## src/rtl/debug_monitor_pkg.sv

```systemverilog
// Shared encodings for the debug viewer / run-control unit.
package debug_monitor_pkg;

  typedef enum logic [1:0] {
    MODE_MANUAL = 2'b00,
    MODE_SCAN   = 2'b01,
    MODE_FREEZE = 2'b10
  } mode_e;

  typedef enum logic [1:0] {
    SPEED_FULL = 2'b00,
    SPEED_DIV0 = 2'b01,
    SPEED_DIV1 = 2'b10,
    SPEED_DIV2 = 2'b11
  } speed_e;

  // The unused 2'b11 encoding behaves exactly like manual mode.
  function automatic mode_e decodeMode(input logic [1:0] m);
    case (m)
      2'b01:   return MODE_SCAN;
      2'b10:   return MODE_FREEZE;
      default: return MODE_MANUAL;
    endcase
  endfunction

endpackage

```

## src/rtl/debug_monitor_key_debouncer.sv

```systemverilog
// Push-button conditioner: 2-FF synchroniser, stability window and a
// one-cycle pulse on each debounced press (released -> pressed).
module key_debouncer #(
  parameter int DB_CYCLES = 50000
) (
  input  logic clock,
  input  logic resetn,
  input  logic i_key_n,
  output logic o_press
);

  localparam int CNT_W = $clog2(DB_CYCLES + 1);

  logic             r_sync1;
  logic             r_sync2;
  logic             r_state;
  logic [CNT_W-1:0] r_cnt;
  logic             r_press;

  // Bring the raw asynchronous key into the clock domain; idle level is released (1).
  always_ff @(posedge clock or negedge resetn) begin
    if (!resetn) begin
      r_sync1 <= 1'b1;
      r_sync2 <= 1'b1;
    end else begin
      r_sync1 <= i_key_n;
      r_sync2 <= r_sync1;
    end
  end

  // Accept a new level only after DB_CYCLES consecutive differing samples; a matching sample restarts the window.
  always_ff @(posedge clock or negedge resetn) begin
    if (!resetn) begin
      r_state <= 1'b1;
      r_cnt   <= '0;
      r_press <= 1'b0;
    end else if (r_sync2 != r_state) begin
      if (r_cnt == CNT_W'(DB_CYCLES - 1)) begin
        r_state <= r_sync2;
        r_cnt   <= '0;
        r_press <= ~r_sync2;
      end else begin
        r_cnt   <= r_cnt + CNT_W'(1);
        r_press <= 1'b0;
      end
    end else begin
      r_cnt   <= '0;
      r_press <= 1'b0;
    end
  end

  assign o_press = r_press;

endmodule

```

## src/rtl/debug_monitor.sv

```systemverilog
// Debug viewer (manual / auto-scan / freeze) and run-enable generator
// for the design under debug, which stays on the system clock.
module debug_monitor
  import debug_monitor_pkg::*;
#(
  parameter int WIDTH     = 16,
  parameter int WORDS     = 16,
  parameter int BANKS     = 2,
  parameter int DIV_W     = 23,
  parameter int DB_CYCLES = 50000,
  parameter int DWELL     = 50000000
) (
  input  logic                                       clock,
  input  logic                                       resetn,
  input  logic [BANKS*WORDS*WIDTH-1:0]               probes,
  input  logic [((BANKS > 1) ? $clog2(BANKS) : 1)-1:0] sel_bank,
  input  logic [$clog2(WORDS)-1:0]                   sel_word,
  input  logic [1:0]                                 mode,
  input  logic                                       capture,
  input  logic [1:0]                                 speed,
  input  logic                                       lock,
  input  logic                                       step_key,
  output logic [WIDTH-1:0]                           view_word,
  output logic [((BANKS > 1) ? $clog2(BANKS) : 1)-1:0] view_bank,
  output logic [$clog2(WORDS)-1:0]                   view_index,
  output logic                                       frozen,
  output logic                                       run_en,
  output logic [15:0]                                step_count
);

  localparam int BANK_W  = (BANKS > 1) ? $clog2(BANKS) : 1;
  localparam int IDX_W   = $clog2(WORDS);
  localparam int DWELL_W = $clog2(DWELL) + 1;

  mode_e              r_mode;
  mode_e              w_mode;
  logic               w_mode_entry;
  logic [BANK_W-1:0]  w_bank_cl;
  logic [WIDTH-1:0]   w_sel_word;
  logic [WIDTH-1:0]   w_ptr_word;
  logic [BANK_W-1:0]  r_ptr_bank;
  logic [IDX_W-1:0]   r_ptr_idx;
  logic [DWELL_W-1:0] r_dwell;
  logic               w_dwell_done;
  logic               r_cap_q;
  logic               r_cap_qq;
  logic               w_cap_edge;
  logic [WIDTH-1:0]   r_view_word;
  logic [BANK_W-1:0]  r_view_bank;
  logic [IDX_W-1:0]   r_view_index;
  logic               r_frozen;
  logic [DIV_W-1:0]   r_div;
  logic [2:0]         r_tap_prev;
  logic [2:0]         w_tap_rise;
  logic               w_press;
  logic               w_run_next;
  logic               r_run_en;
  logic [15:0]        r_step_count;

  assign w_mode       = decodeMode(mode);
  assign w_mode_entry = (w_mode != r_mode);
  assign w_bank_cl    = (sel_bank > BANK_W'(BANKS - 1)) ? BANK_W'(BANKS - 1) : sel_bank;
  assign w_sel_word   = probes[(int'(w_bank_cl) * WORDS + int'(sel_word)) * WIDTH +: WIDTH];
  assign w_ptr_word   = probes[(int'(r_ptr_bank) * WORDS + int'(r_ptr_idx)) * WIDTH +: WIDTH];
  assign w_dwell_done = (r_dwell == DWELL_W'(DWELL - 1));
  assign w_cap_edge   = r_cap_q & ~r_cap_qq;
  assign w_tap_rise   = r_div[DIV_W-1 -: 3] & ~r_tap_prev;

  // Remember the last decoded mode so a mode entry can be recognised.
  always_ff @(posedge clock or negedge resetn) begin
    if (!resetn) r_mode <= MODE_MANUAL;
    else         r_mode <= w_mode;
  end

  // Delay the capture input twice so its rising edge is seen one cycle later.
  always_ff @(posedge clock or negedge resetn) begin
    if (!resetn) begin
      r_cap_q  <= 1'b0;
      r_cap_qq <= 1'b0;
    end else begin
      r_cap_q  <= capture;
      r_cap_qq <= r_cap_q;
    end
  end

  // Scan pointer: loads from the clamped selects on entry, then walks word-major every DWELL cycles.
  always_ff @(posedge clock or negedge resetn) begin
    if (!resetn) begin
      r_ptr_bank <= '0;
      r_ptr_idx  <= '0;
      r_dwell    <= '0;
    end else if (w_mode == MODE_SCAN) begin
      if (w_mode_entry) begin
        r_ptr_bank <= w_bank_cl;
        r_ptr_idx  <= sel_word;
        r_dwell    <= '0;
      end else if (w_dwell_done) begin
        r_dwell <= '0;
        if (r_ptr_idx == IDX_W'(WORDS - 1)) begin
          r_ptr_idx  <= '0;
          r_ptr_bank <= (r_ptr_bank == BANK_W'(BANKS - 1)) ? '0 : r_ptr_bank + BANK_W'(1);
        end else begin
          r_ptr_idx <= r_ptr_idx + IDX_W'(1);
        end
      end else begin
        r_dwell <= r_dwell + DWELL_W'(1);
      end
    end
  end

  // Displayed word and its location; mode entry wins over a capture edge in the same cycle.
  always_ff @(posedge clock or negedge resetn) begin
    if (!resetn) begin
      r_view_word  <= '0;
      r_view_bank  <= '0;
      r_view_index <= '0;
      r_frozen     <= 1'b0;
    end else begin
      case (w_mode)
        MODE_SCAN: begin
          r_frozen <= 1'b0;
          if (w_mode_entry) begin
            r_view_word  <= w_sel_word;
            r_view_bank  <= w_bank_cl;
            r_view_index <= sel_word;
          end else begin
            r_view_word  <= w_ptr_word;
            r_view_bank  <= r_ptr_bank;
            r_view_index <= r_ptr_idx;
          end
        end
        MODE_FREEZE: begin
          if (w_mode_entry) begin
            r_frozen <= 1'b0;
          end else if (w_cap_edge) begin
            r_view_word  <= w_sel_word;
            r_view_bank  <= w_bank_cl;
            r_view_index <= sel_word;
            r_frozen     <= 1'b1;
          end
        end
        default: begin
          r_frozen     <= 1'b0;
          r_view_word  <= w_sel_word;
          r_view_bank  <= w_bank_cl;
          r_view_index <= sel_word;
        end
      endcase
    end
  end

  // Free-running divider; the top three bits are tracked together so a speed change cannot fake an edge.
  always_ff @(posedge clock or negedge resetn) begin
    if (!resetn) begin
      r_div      <= '0;
      r_tap_prev <= '0;
    end else begin
      r_div      <= r_div + DIV_W'(1);
      r_tap_prev <= r_div[DIV_W-1 -: 3];
    end
  end

  key_debouncer #(
    .DB_CYCLES(DB_CYCLES)
  ) u_key_debouncer (
    .clock   (clock),
    .resetn  (resetn),
    .i_key_n (step_key),
    .o_press (w_press)
  );

  // Pick the run source: debounced press when locked, otherwise the selected divider rate.
  always_comb begin
    w_run_next = 1'b0;
    if (lock) begin
      w_run_next = w_press;
    end else begin
      case (speed_e'(speed))
        SPEED_FULL: w_run_next = 1'b1;
        SPEED_DIV0: w_run_next = w_tap_rise[0];
        SPEED_DIV1: w_run_next = w_tap_rise[1];
        default:    w_run_next = w_tap_rise[2];
      endcase
    end
  end

  // Register the run enable and count every cycle it was asserted.
  always_ff @(posedge clock or negedge resetn) begin
    if (!resetn) begin
      r_run_en     <= 1'b0;
      r_step_count <= '0;
    end else begin
      r_run_en     <= w_run_next;
      r_step_count <= r_step_count + 16'(r_run_en);
    end
  end

  assign view_word  = r_view_word;
  assign view_bank  = r_view_bank;
  assign view_index = r_view_index;
  assign frozen     = r_frozen;
  assign run_en     = r_run_en;
  assign step_count = r_step_count;

endmodule

```

## config.mk

```make
export PLATFORM = sky130hd
export DESIGN_NAME = debug_monitor
export DESIGN_NICKNAME = d
export VERILOG_FILES = /design/src/rtl/debug_monitor_pkg.sv /design/src/rtl/debug_monitor_key_debouncer.sv /design/src/rtl/debug_monitor.sv
export SDC_FILE = /design/constraint.sdc
export NUM_CORES = 1
export LEC_CHECK = 0
export ABC_AREA = 1
export CELL_PAD_IN_SITES_DETAIL_PLACEMENT = 1
export CELL_PAD_IN_SITES_GLOBAL_PLACEMENT = 2
export CORE_MARGIN = 10
export CORE_UTILIZATION = 23
export DETAILED_ROUTE_END_ITERATION = 10
export PLACE_DENSITY = 0.89
export SKIP_LAST_GASP = 1
export SLEW_MARGIN = 25
export SYNTH_ARGS = -nofsm -noshare
export SYNTH_HDL_FRONTEND = slang
export SYNTH_HIERARCHICAL = 1
export SYNTH_SLANG_ARGS = --single-unit
```

## constraint.sdc

```tcl
create_clock -name clock -period 1.8 [get_ports clock]
set_input_delay 0.18 -clock clock [delete_from_list [all_inputs] [get_ports clock]]
set_output_delay 0.18 -clock clock [all_outputs]
set_load 0.02 [all_outputs]
```

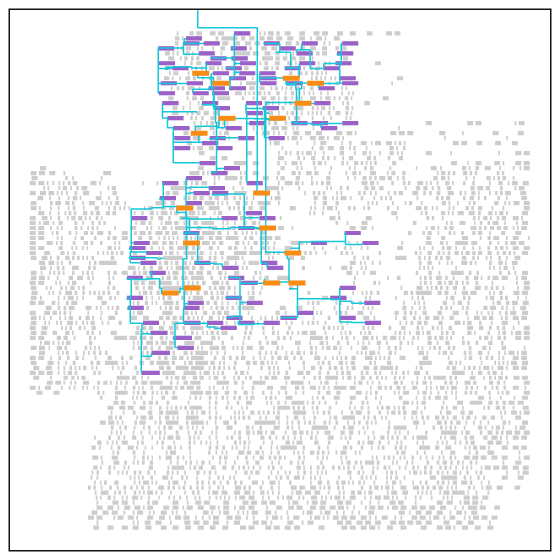
*Routed clock nets over the placement, run 1*
Key: cyan = clock wires [length 1960 um]; orange = clock-net drivers [count 17]; purple = flip-flops [count 121]
There are 18 routed clock nets.
clock share of power: 17.4%
clk_skew: 0.008016 ns
Clk Latency, worst-skew pair: 0.43 ns

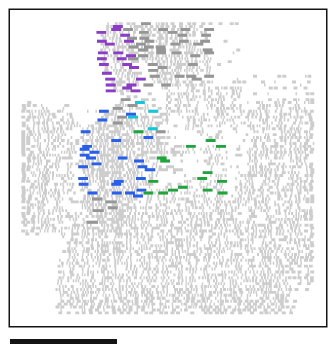
*Register map, names as in the netlist, run 1*
Scale bar: 100 um. Other sequential cells in the stronger grey, the rest of the logic in the fainter grey.
Key: cyan = view_index [sequential cells 4]; green = view_word [sequential cells 16, where middle]; purple = r_div [sequential cells 23]; blue = r_dwell [sequential cells 27]
Another 51 sequential cells are not coloured.
post-layout util: 36.77%
flop share of the area: 11.13%
FF/Latch Area: 3045 um^2

==> results.cfg, run 1 <==
; synthesis and place-and-route metrics
[global_routing]
grtUsageMet2_pct = 42.66
grt_antenna_before_repair = 42
grt_pass1_wl_um = 167000
grt_max_degree = 45
first_global_vias = 25080
grt.overflow.total = 0
grtUsageMet3_pct = 4.201
busiest_layer = met2
grt.met1_usage_pct = 31.88
grt_usage_pct = 25.61

[placed_design]
dp_cells = 4729
io_buffers = 564
dp.final_hpwl_um = 94820
dp_worst_setup_slack_ns = -0.2525
gp_congestion = 0.9416
placed_area_um2 = 25500

[outcome]
status = complete, but fails checks
violations = negative setup slack

[cells_and_area]
largest_registers = r_dwell: 27 flops, r_div: 23 flops
comb_area_um2 = 12130
nMultiInputCombCells = 2400
fillers = 9643
lay_top_cells = nand2_1 (1007), clkdlybuf4s50_1 (559), nand3_1 (492)
drive_above_1_share_pct = 14.23
layout.nonclk_buf_share_pct = 31.58
finish.net_count = 4343
buffers_excl_clock = 843
largest_reg_flops = 27
comb_share_pct = 44.32
clock_area_share_pct = 2.208
inv_count = 428
stdcell_count = 4826
clkbuf_count = 18
n_antenna_cell = 33
flops = 121
final_common_cell = nand2_1
largest_class = multi-input combinational cells
syn_to_final_growth_pct = 58.26
top_register = r_dwell

[logic_synthesis]
syn_area_per_cell_um2 = 5.456
synthAoiAreaFrac_pct = 15.63
netlist_instances = 3170
async_flop_share_pct = 100.0
yosys_area_um2 = 17300
yosysSeqAreaShare_pct = 17.53
ys.flops = 121
ys_top_logic_family = simple AND/OR/NAND/NOR gates
adder_share_pct = 0.4340
synthTopCellsByCount = nand2_1 (1034), nand3_1 (537), inv_1 (412)
synth_area_um2 = 17300
fp_nets = 3702
synth_top_flop_cell = dfrtp_1
yosysMostFrequentCell = nand2_1
yosysUniqueCellTypes = 52
yosys.area_share.xor_xnor_pct = 2.315
yosys.area_share.simple_pct = 48.08
synthMuxAreaShare_pct = 0
ys_cells = 3170
netlist.area_leader.share_pct = 22.44
top_area_cell = nand2_1
area_leaders = nand2_1 (22%), dfrtp_1 (17%), nand3_1 (16%)
yosys_warnings = 6
synth-edff-count = 0

[drt]
viasPerCell = 5.154
drtAntennaViolNets = 0
wirelength_um = 117900
wirelength_met1_um = 48770
drc = 0
drt_iter0_markers = 2165
vias = 24870
wl_met2_um = 55180
wl_met3_um = 8551
firstDrtPassIters = 7
post_drt_wl_per_cell_um = 24.44

[job]
maxCapViolations = 0
warnings = 28

[power_and_ir_drop]
leakage_uw = 0.01294
power-top-group = combinational logic
total_power_uw = 20490
power_switching_uw = 9810
power.density_nw_per_um2 = 748.7
sequentialPower_uw = 3180
ir_drop_mv = 0.7062
cell_internal_pwr_uw = 10680
pg_comb_uw = 13800
p_clk_uw = 3560
power_frac_seq_pct = 15.5
combPwrFrac_pct = 67.1
switching_share_pct = 47.87

[timing]
period_used_pct = 112.6
worstMarginPinSlew_ns = 0.5072
maxSlewHeadroom_pct = 66.15
timing.final.ws_setup_ns = -0.2261
setup_viol = 35
max_freq_mhz = 493.6
hold_violations = 0
tns_ns = -3.124
holdWs_ns = 0.1978
slew_viol_final = 0
period_minus_slack_ns = 2.026
grt_setup_unrepaired = true

[clocking]
post_cts_buffers = 7
cts_root_buffer = clkbuf_16
post_cts_resized = 76
cts-htree-levels = 4
ctsHoldBuffers = 1
tritoncts = done
clkTransAtPathRegs_ns = 0.06
clock_sinks = 121
cts_buffers = 17
clock_path_buffers = 2

[die]
die_h_um = 294.2
fp_util_pct = 23.23
tap_cells = 969
die_x_um = 294.2
io_pins = 565
dieArea_um2 = 86570

[worst_setup_path]
crit_family = buffers and inverters
worst-path-buf-inv = 4
criticalPathCategory = flip-flop to flip-flop
worst_setup_path_end_kind = flip-flop
startpoint = r_ptr_idx[0]
cp.depth = 12
cpMaxStageDelayCell = dfrtp_4
endpoint = view_word[1]
cp_data_arrival_time_ns = 2.35
r2r_end = view_word[1]
r2r_cells = 12
reg2reg_slack_ns = -0.23
path_cells = buf_12, buf_12, buf_12, buf_4, o21ai_2, o21ai_1, nand2_1, nand3_1, nand3_1, nand3_1, nor2_1, nor2_1
r2r_start = r_ptr_idx[0]
cp_max_fo = 6
cp.required_ns = 2.12
cpPeakStageDelay_ns = 0.53
setup.worst_path.start_class = flip-flop

[min_path]
holdCritPathClass = primary input to flip-flop
holdPathStages = 1
min_from = capture
hold_end = r_cap_q
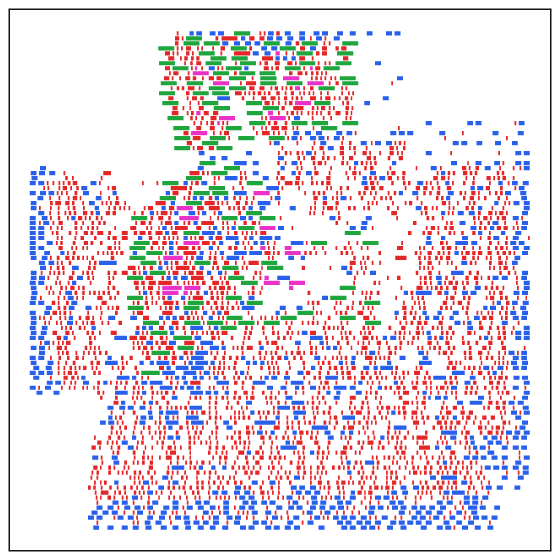
*Placement by cell class, run 1*
Key: blue = remaining buffers and delay cells [cells 843, share of their area 33%]; green = sequential cells [cells 121, share of their area 12%]; red = remaining logic cells [cells 2828, share of their area 53%]; magenta = clock drivers and dummy loads [cells 32, share of their area 2.3%]
number of cell rows: 100
Layout Cell Area excl Fill: 27370 um^2
core area: 74450 um^2

==> run 2: changes to the inputs <==
- SLEW_MARGIN: 25 -> unset
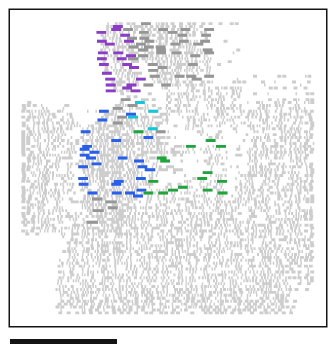
*Register map, names as in the netlist, run 2*
Scale bar: 100 um. Other sequential cells in the stronger grey, the rest of the logic in the fainter grey.
Key: green = view_word [sequential cells 16, where middle]; purple = r_div [sequential cells 23]; cyan = view_index [sequential cells 4]; blue = r_dwell [sequential cells 27]
seq pwr: 3180 uW

==> run 2 against run 1 <==
Compared with the run above: the run still ends with negative setup slack left; critical endpoint unchanged; total power unchanged; highest routed layer unchanged; largest cell class unchanged; sequential share of layout area did not move; synthesized cell count unchanged; final cell count stayed put.
==> results.cfg, run 2 <==
; synthesis and place-and-route metrics
[placed_design]
dp_cells = 4729
dp_worst_setup_slack_ns = -0.2525

[die]
dieArea_um2 = 86570
tap_cells = 969
coreArea_um2 = 74450

[global_routing]
grt_pass1_wl_um = 167000
grt_usage_pct = 25.61
first_global_vias = 25080
grt_antenna_before_repair = 42
grtUsageMet3_pct = 4.201
grt.met1_usage_pct = 31.88

[cells_and_area]
flops = 121
fin_area_um2 = 27370
drive_above_1_share_pct = 14.23
fillers = 9643
top_register = r_dwell
clock_area_share_pct = 2.208
nMultiInputCombCells = 2400
finish.net_count = 4343
layout.nonclk_buf_share_pct = 31.58
n_antenna_cell = 33
largest_reg_flops = 27
final_util_pct = 36.77
inv_count = 428
comb_area_um2 = 12130
stdcell_count = 4826

[logic_synthesis]
area_leaders = nand2_1 (22%), dfrtp_1 (17%), nand3_1 (16%)
async_flop_share_pct = 100.0
yosys_warnings = 6
syn_area_per_cell_um2 = 5.456
top_area_cell = nand2_1
yosysMostFrequentCell = nand2_1
fp_nets = 3702
adder_share_pct = 0.4340
ys.flops = 121
synthTopCellsByCount = nand2_1 (1034), nand3_1 (537), inv_1 (412)
yosys.area_share.simple_pct = 48.08
ys_top_logic_family = simple AND/OR/NAND/NOR gates
synthAoiAreaFrac_pct = 15.63
synthMuxAreaShare_pct = 0

[timing]
max_freq_mhz = 493.6
period_used_pct = 112.6
maxSlewHeadroom_pct = 66.15
grt_setup_unrepaired = true
timing.final.ws_setup_ns = -0.2261
period_minus_slack_ns = 2.026
setup_viol = 35
tns_ns = -3.124
skew_ns = 0.008016
hold_violations = 0

[drt]
wl_met3_um = 8551
drc = 0
firstDrtPassIters = 7
post_drt_wl_per_cell_um = 24.44
wirelength_um = 117900

[outcome]
status = complete, but fails checks
violations = negative setup slack

[power_and_ir_drop]
total_power_uw = 20490
pg_comb_uw = 13800
power_switching_uw = 9810
cell_internal_pwr_uw = 10680
power_frac_seq_pct = 15.5
ir_drop_mv = 0.7062
combPwrFrac_pct = 67.1

[worst_setup_path]
startpoint = r_ptr_idx[0]
cpMaxStageDelayCell = dfrtp_4
cp_data_arrival_time_ns = 2.35
cp.depth = 12
r2r_cells = 12
worst-path-buf-inv = 4
criticalPathCategory = flip-flop to flip-flop
cpPeakStageDelay_ns = 0.53
r2r_start = r_ptr_idx[0]
path_cells = buf_12, buf_12, buf_12, buf_4, o21ai_2, o21ai_1, nand2_1, nand3_1, nand3_1, nand3_1, nor2_1, nor2_1

[min_path]
hold_end = r_cap_q
holdCritPathClass = primary input to flip-flop

[clocking]
post_cts_buffers = 7
post_cts_resized = 76
clkTransAtPathRegs_ns = 0.06
cts_root_buffer = clkbuf_16
ctsHoldBuffers = 1
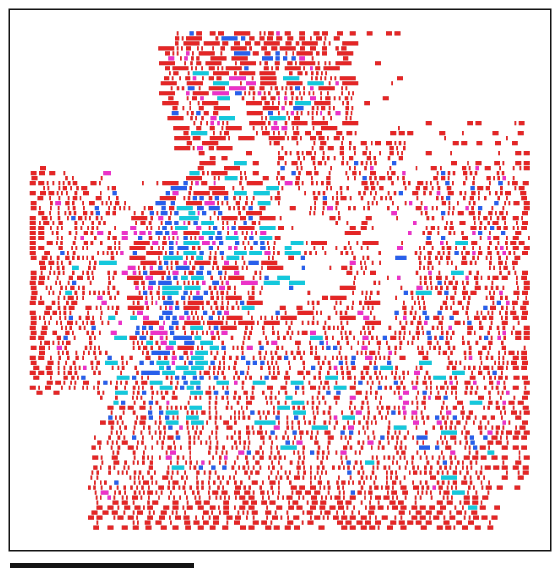
*Cell sizes after repair, run 2*
Scale bar: 100 um.
Key: blue = x3 and x4 [cells 247, most used buf_4]; cyan = x6 and larger [cells 109, most used buf_12]; magenta = x2 [cells 188, most used nand3_2]; red = x1 and smaller [cells 3280, most used nand2_1]
Signal buffers: 843
area delta synth->final: 58.26%
setup ws final: -0.2261 ns

No activity file was given, so power comes from the tool's default toggle rates.
